==> config.mk <==
export PLATFORM = sky130hd
export DESIGN_NAME = rv_wb_stage_flat
export DESIGN_NICKNAME = d
export VERILOG_FILES = /design/src/rtl/rv_wb_stage_if.sv /design/src/rtl/rv_wb_stage.sv /design/src/flat_wrapper.sv
export SDC_FILE = /design/constraint.sdc
export NUM_CORES = 1
export LEC_CHECK = 0
export CORE_UTILIZATION = 41
export CTS_CLUSTER_DIAMETER = 60
export DETAILED_ROUTE_END_ITERATION = 12
export PLACE_DENSITY = 0.76
export SYNTH_ARGS = -nofsm -noshare
export SYNTH_HDL_FRONTEND = slang
export SYNTH_SLANG_ARGS = --single-unit
==> constraint.sdc <==
create_clock -name clk -period 2 [get_ports clk]
set_input_delay 0.5 -clock clk [delete_from_list [all_inputs] [get_ports clk]]
set_output_delay 0.5 -clock clk [all_outputs]
set_load 0.05 [all_outputs]
Figure 1. I/O pins on the die edge (run 1).
Pins as bars across the die edge, other pins in grey.
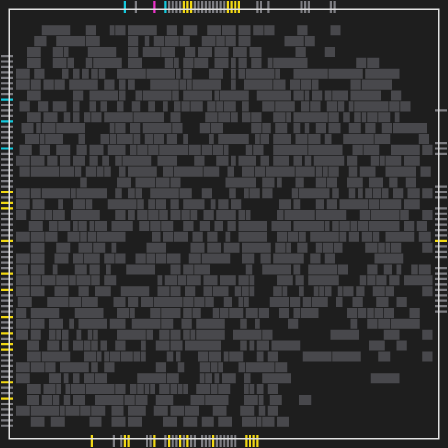
Key: `bus_rf_wr_data_o` = yellow [pins 32, direction output, edge 12 left, 12 bottom, 7 top, 1 right]; `bus_rf_wr_en_o` = magenta [pins 1, direction output, edge top]; `bus_rf_rd_addr_o` = cyan [pins 5, direction output, edge 3 left, 2 top]
Die Span Y: 107 um
Die Wd: 107 um
IO buf count: 157

Figure 2. Cell sizes after repair (run 1).
Scale bar: 20 um.
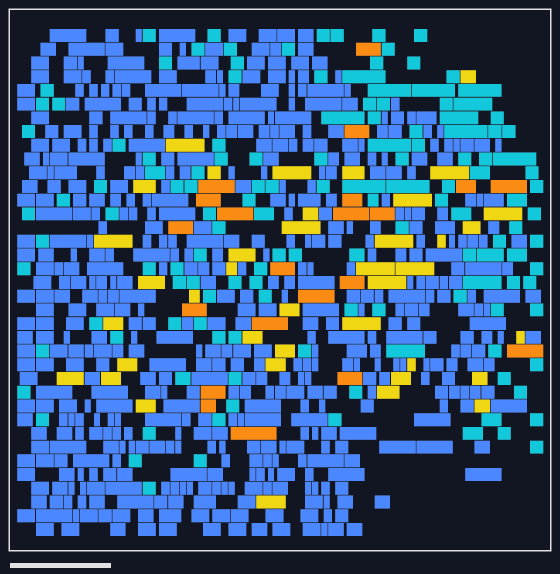
Key: x6 and larger = orange [cells 21, share 2.8%]; x1 and smaller = blue [cells 549, share 74%]; x2 = yellow [cells 39, share 5.2%]; x3 and x4 = cyan [cells 136, share 18%]
fin worst setup slack: -0.0316 ns
Repair and plain buffers: 224
P&R area growth vs syn: 52.4%
design area: 6900 um^2

Figure 3. Clock distribution (run 1).
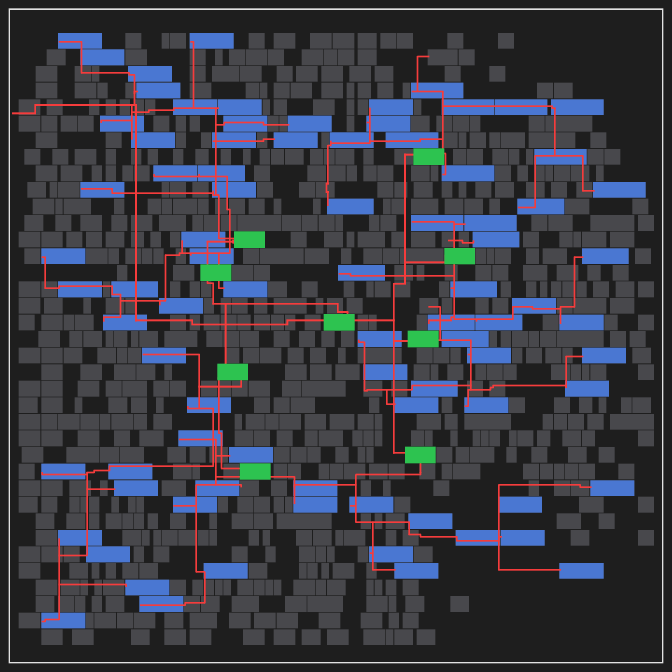
Key: flip-flops = blue [count 83]; clock wires = red [length 1,070 um]; clock-net drivers = green [count 9]
Position of the flops: all over the die.
Clk pwr share: 30.2%
Clock Latency Late Sink: 0.36 ns

==> run notes, run 1 <==
impl run done, here's what came out: status complete, but fails checks, Max IR drop VDD 0.307 mV, Post-synth area hogs dfxtp_1 37%, a21oi_1 6.1%, nand2_1 5.1%, Setup CP Type flop to flop, share of flip-flops with an asynchronous set or reset 0%, dpl cells 854, pin count of the biggest net entering global routing 107, yosys xor share 1.35%, arrival time at the worst endpoint 2.32 ns, fin worst setup slack -0.0316 ns, Synth Warn # 0, GRT Overall Usage 26.6%, Pint 2.59 mW, via count 5,274, tool warnings 31, Sw Share 32.5%, drc violations 0, Sequential Area 1710 um^2, failing checks negative setup slack, Final ANT Viol Nets 0, Flop pwr share 45.6%, Post-synth mux share 6.11%, comb_multi_in 415, Final setup violation count 2, DR WL/cell 17.8 um, fraction of area in registers 24.8%, Combinational Power Share 24.1%, CTS buffer count 9, Basic Gates by Area 24.6%, RSZ-0062 raised after global routing true, Combinational Area 2770 um^2, NumNets Final 821, non-clk buf share 29.4%, WL final 15,700 um, Slew @ Worst Pin 0.484 ns
run 1: stage by stage:
step / setup TNS, ns / setup WS (ns) / area, um^2
after floorplan: -0.0891 / -0.0446 / 4620
after global placement: -11.27 / -0.325 / 6500
after detailed placement: -14.87 / -0.419 / 6500
after CTS: -0.0511 / -0.0511 / 6690
after global routing: -0.301 / -0.0475 / 6900
final: -0.0582 / -0.0316 / 6900
run 1: critical path, cell delays in order (launching register included):
cell and delay [ns]:
dfxtp_4 0.37, nand4_1 0.19, or4_4 0.55, buf_12 0.18, or4_4 0.52, a21oi_2 0.16
run 1: power by group through the flow:
stage	clock network (mW)	logic, mW	registers [mW]
after global routing	1.26	0.978	1.76
final	1.16	0.926	1.75
after detailed placement	0	0.913	1.79
after CTS	1.18	0.899	1.75
after floorplan	0	0.269	1.99
after global placement	0	0.902	1.79
run 1: layer usage:
metal / part of all wire, % / up-vias / GRT usage (%)
li1: - / 2475 / -
met1: 42 / 2504 / 35.1
met2: 48 / 263 / 43.5
met3: 8.0 / 32 / 4.68
met4: 2.3 / 0 / 9.49
met5: 0 / - / 0
run 1: timing repair:
item,4_1_cts,5_1_grt
gates cloned,0,3
hold buffers,0,0
buffers inserted,0,8
endpoints found under the setup margin,32,43
gates resized,30,29
endpoints found under the hold margin,0,0
pin swaps,0,5
run 1: synthesized netlist by cell type, types with 2 or more instances:
library cell   n
buf_2          4
nor2_1        20
nand4_1        9
buf_1          2
o21ai_0       20
o31ai_1       15
xnor2_1        4
nand2b_1       9
or4_1         19
nand2_1       61
a221oi_1       6
or3_1          5
nor3_1         4
dfxtp_1       83
and2_1         4
o221ai_1      14
a2111oi_0      2
mux2i_1       13
or3b_1         2
a31oi_1        7
nand3b_1      19
mux2_2         8
o21ai_1       12
nor2b_1       11
inv_1          7
o41ai_1       19
and3_1         4
xor2_1         3
mux2_1         5
o211ai_1       5
and4_1         3
nand3_1       26
a21oi_1       55
a211oi_1       7
nor4_1         4
a21boi_0       2
or2_2          2
a22oi_1        4
clkbuf_1      47
run 1: placed cells by master, fill, tap and decap left out, drive strengths merged, types with 3 or more instances in the layout:
cell type | Yosys | final
clkinvlp | 0 | 3
and2 | 4 | 4
nand2 | 61 | 61
nand3 | 26 | 26
or4 | 19 | 19
mux2 | 13 | 13
xnor2 | 4 | 4
clkdlybuf4s50 | 0 | 77
and4 | 3 | 3
a31oi | 7 | 7
clkbuf | 47 | 11
nor2b | 11 | 11
dfxtp | 83 | 83
dlygate4sd2 | 0 | 23
nor2 | 20 | 20
a22oi | 4 | 4
buf | 7 | 119
o41ai | 19 | 19
or3 | 5 | 5
inv | 7 | 8
o21ai | 32 | 32
nand3b | 19 | 19
nand2b | 9 | 9
nor4 | 4 | 4
xor2 | 3 | 3
o211ai | 5 | 5
nand4 | 10 | 10
a211oi | 7 | 7
dlymetal6s2s | 0 | 4
a21oi | 55 | 55
mux2i | 13 | 13
nor3 | 4 | 4
and3 | 4 | 4
o31ai | 15 | 15
o221ai | 15 | 15
a221oi | 6 | 6
Figure 4. Clock nets (run 1).
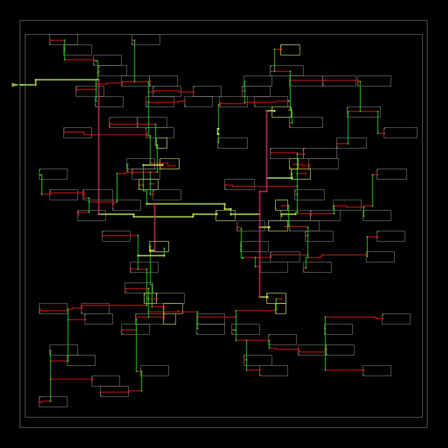

## Run 2: what changed since run 1
==> constraint.sdc (replaced) <==
create_clock -name clk -period 2 [get_ports clk]
set_input_delay 0.6 -clock clk [delete_from_list [all_inputs] [get_ports clk]]
set_output_delay 0.6 -clock clk [all_outputs]
set_load 0.05 [all_outputs]
Figure 5. Clock nets (run 2).
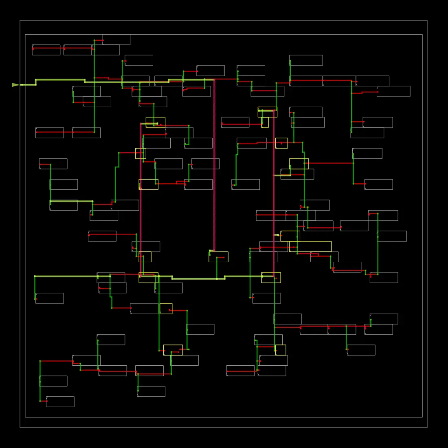
clk_skew: 0.0112 ns
clk_buf instances: 9
registers: 83

==> run notes, run 2 <==
impl run done, here's what came out: ANT cells 0, distinct cell type count after synthesis 52, Final setup violation count 0, adder share 0.276%, fin crit share 98.4%, fin. max-slew vios 0, Tot Pwr 3.97 mW, RePlAce Congestion 0.906, design area 6930 um^2, number of enable flip-flop cells 0, worst-path cell chain buf_6, inv_1, buf_4, most used flip-flop cell dfxtp_1, R2R Setup Slk 0.04 ns, share of flip-flops with an asynchronous set or reset 0%, top cells by count, synth 83 x dfxtp_1, 61 x nand2_1, 55 x a21oi_1, yosys stat cell total 559, Setup CP Type flop to primary output, max cap viols 0, Commonest Layout Cell buf_4, io pins 158, Die Span Y 107 um, GRT Overall Usage 26.7%, Sw Share 31.8%, Synth Warn # 0, Post-synth area hogs dfxtp_1 37%, a21oi_1 6.1%, nand2_1 5.1%, dpl cell area 6500 um^2, Seq share, synth 36.7%, Final ANT Viol Nets 0, vias in the first global route 4,914, CP Capture Type primary output, NumNets Final 825, slowest CP cell dfxtp_2, pin count of the biggest net entering global routing 98, yosys stat area 4530 um^2, chip area 11,500 um^2, P&R area growth vs syn 53.1%, Net Sw Power 1.26 mW, Slew @ Worst Pin 0.536 ns, clk slew on worst S/H paths 0.10 ns, drc violations 0, Clock Path Buffers 2, ao+oa area frac 25.6%, Top Layout Cells 140 x buf_4, 72 x clkdlybuf4s50_1, 63 x dfxtp_1, CTS buffer count 9, Mapped Avg Cell Area 8.10 um^2, Flop pwr share 44.2%, Die Wd 107 um, num rows 37, CP Depth 3, Final Non-Filler Cells 885, yosys xor share 1.35%, first-pass GRT wire length 24,100 um, arrival time at the worst endpoint 1.37 ns, required time worst endpoint 1.40 ns, CP peak stage delay 0.38 ns, WP buf/inv 3, DR WL/cell 17.7 um, IO buf count 157, family with the most delay on the worst path buffers and inverters, top cell type's share of synthesized area 36.7%, Syn Inst Count 559, Pint 2.70 mW, WL final 15,600 um, tool warnings 27, via count 5,308, Post-synth mux share 6.11%, Basic Gates by Area 24.6%, Final min period 1.97 ns, dpl cells 866, Final Hold Fails 0, Hold Crit Depth 2, Yosys top cell by area dfxtp_1, Synth top cell by count dfxtp_1, Cell Area, Synth 4530 um^2, post-layout util 65.9%, Max IR drop VDD 0.390 mV, Vias/cell 6.00, Rel. slew slack 64.1%, Leak 2.63 nW, status finished, final reports clean, Registers, synthesis 83, power per standard cell area 572 nW/um^2, HPWL after DPL 11,200 um, H-tree depth 3, Combinational Power Share 24.2%, critical path launch point type flop, fill cell count 827, Clock Latency Late Sink 0.36 ns, syn nets 640
Figure 6. Clock distribution (run 2).
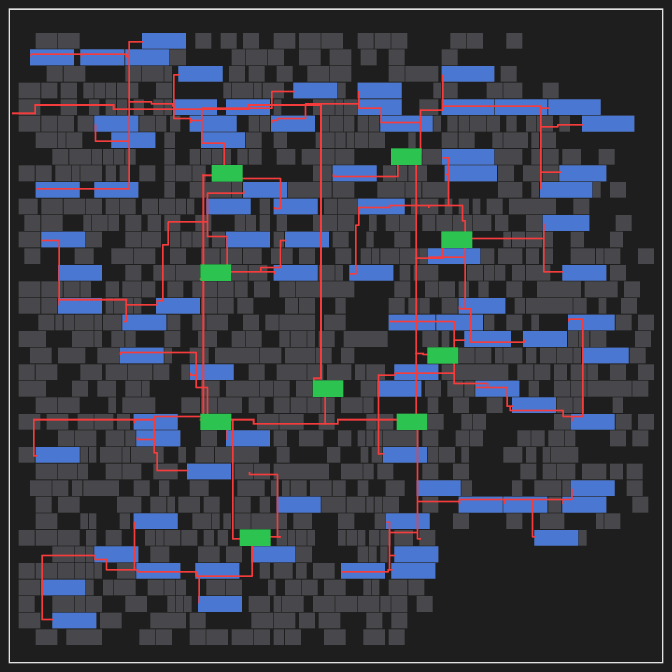
Clk pwr share: 31.6%
Clk power: 1.25 mW

==> run 2: cell counts after synthesis <==
No cell type changed its count.
==> run 2: cell families (layout without fill, tap and decap cells) <==
family / Yosys count / after routing
DFF: 83 / 83
muxes: 26 / 26
adders and majority gates: 1 / 1
xor gates and xnor gates: 7 / 7
AOI/OAI and AO/OA: 176 / 176
buffers and inverters: 61 / 251
and+or+nand+nor: 205 / 205
==> run 2: power by group through the flow <==
stage               registers [mW]  clock network, mW  logic [mW]
floorplan                     1.99                  0       0.270
global placement              1.79                  0       0.908
detailed placement            1.79                  0       0.921
CTS                           1.75               1.26       0.932
global route                  1.76               1.34        1.01
finish                        1.75               1.25       0.961
==> run 2: per-stage QoR <==
| stage | hold slack (ns) | setup TNS [ns] | setup slack (ns) |
|---|---|---|---|
| detailed placement | 0.449 | -31.04 | -0.672 |
| floorplan | 0.467 | -0.0891 | -0.0446 |
| global route | 0.510 | -0.00492 | -0.00305 |
| CTS | 0.468 | 0 | 0.00220 |
| finish | 0.471 | 0 | 0.0317 |
| global placement | 0.450 | -27.89 | -0.618 |
==> run 2: layout make-up <==
class                           instances  area, um^2  share of cell area, %
Multi-Input combinational cell        415        2810                   40.5
Clock inverter                          7        76.3                   1.10
Tap cell                              136         170                   2.46
Inverter                                7        26.3                  0.379
Sequential cell                        83        1710                   24.7
Clock buffer                            9         124                   1.79
Timing Repair Buffer                  228        2010                   29.0
==> run 2: metal layers <==
layer | track usage [%] | wire (um) | share of wire, %
met4 | 12.9 | 480 | 3.1
met5 | 0 | 0 | 0
met1 | 32.3 | 6400 | 41
met3 | 5.71 | 1280 | 8.2
met2 | 44.8 | 7470 | 48
==> run 2: timing repair <==
action	4_1_cts	5_1_grt
gates resized	13	30
buffers inserted	1	1
cloned	0	1
setup endpoints to repair	54	44
hold buffers	0	0
endpoints found under the hold margin	0	0
pin swaps	2	7
==> run 2: worst register-to-register path: cells and delay by family (launching register included) <==
kind	cells	cell delay, ns
and+or+nand+nor	3	1.17
DFF	1	0.39
buffers and inverters	1	0.17
AOI/OAI and AO/OA	1	0.16
Power figures rest on the tool's default switching activity, not on a simulated workload.
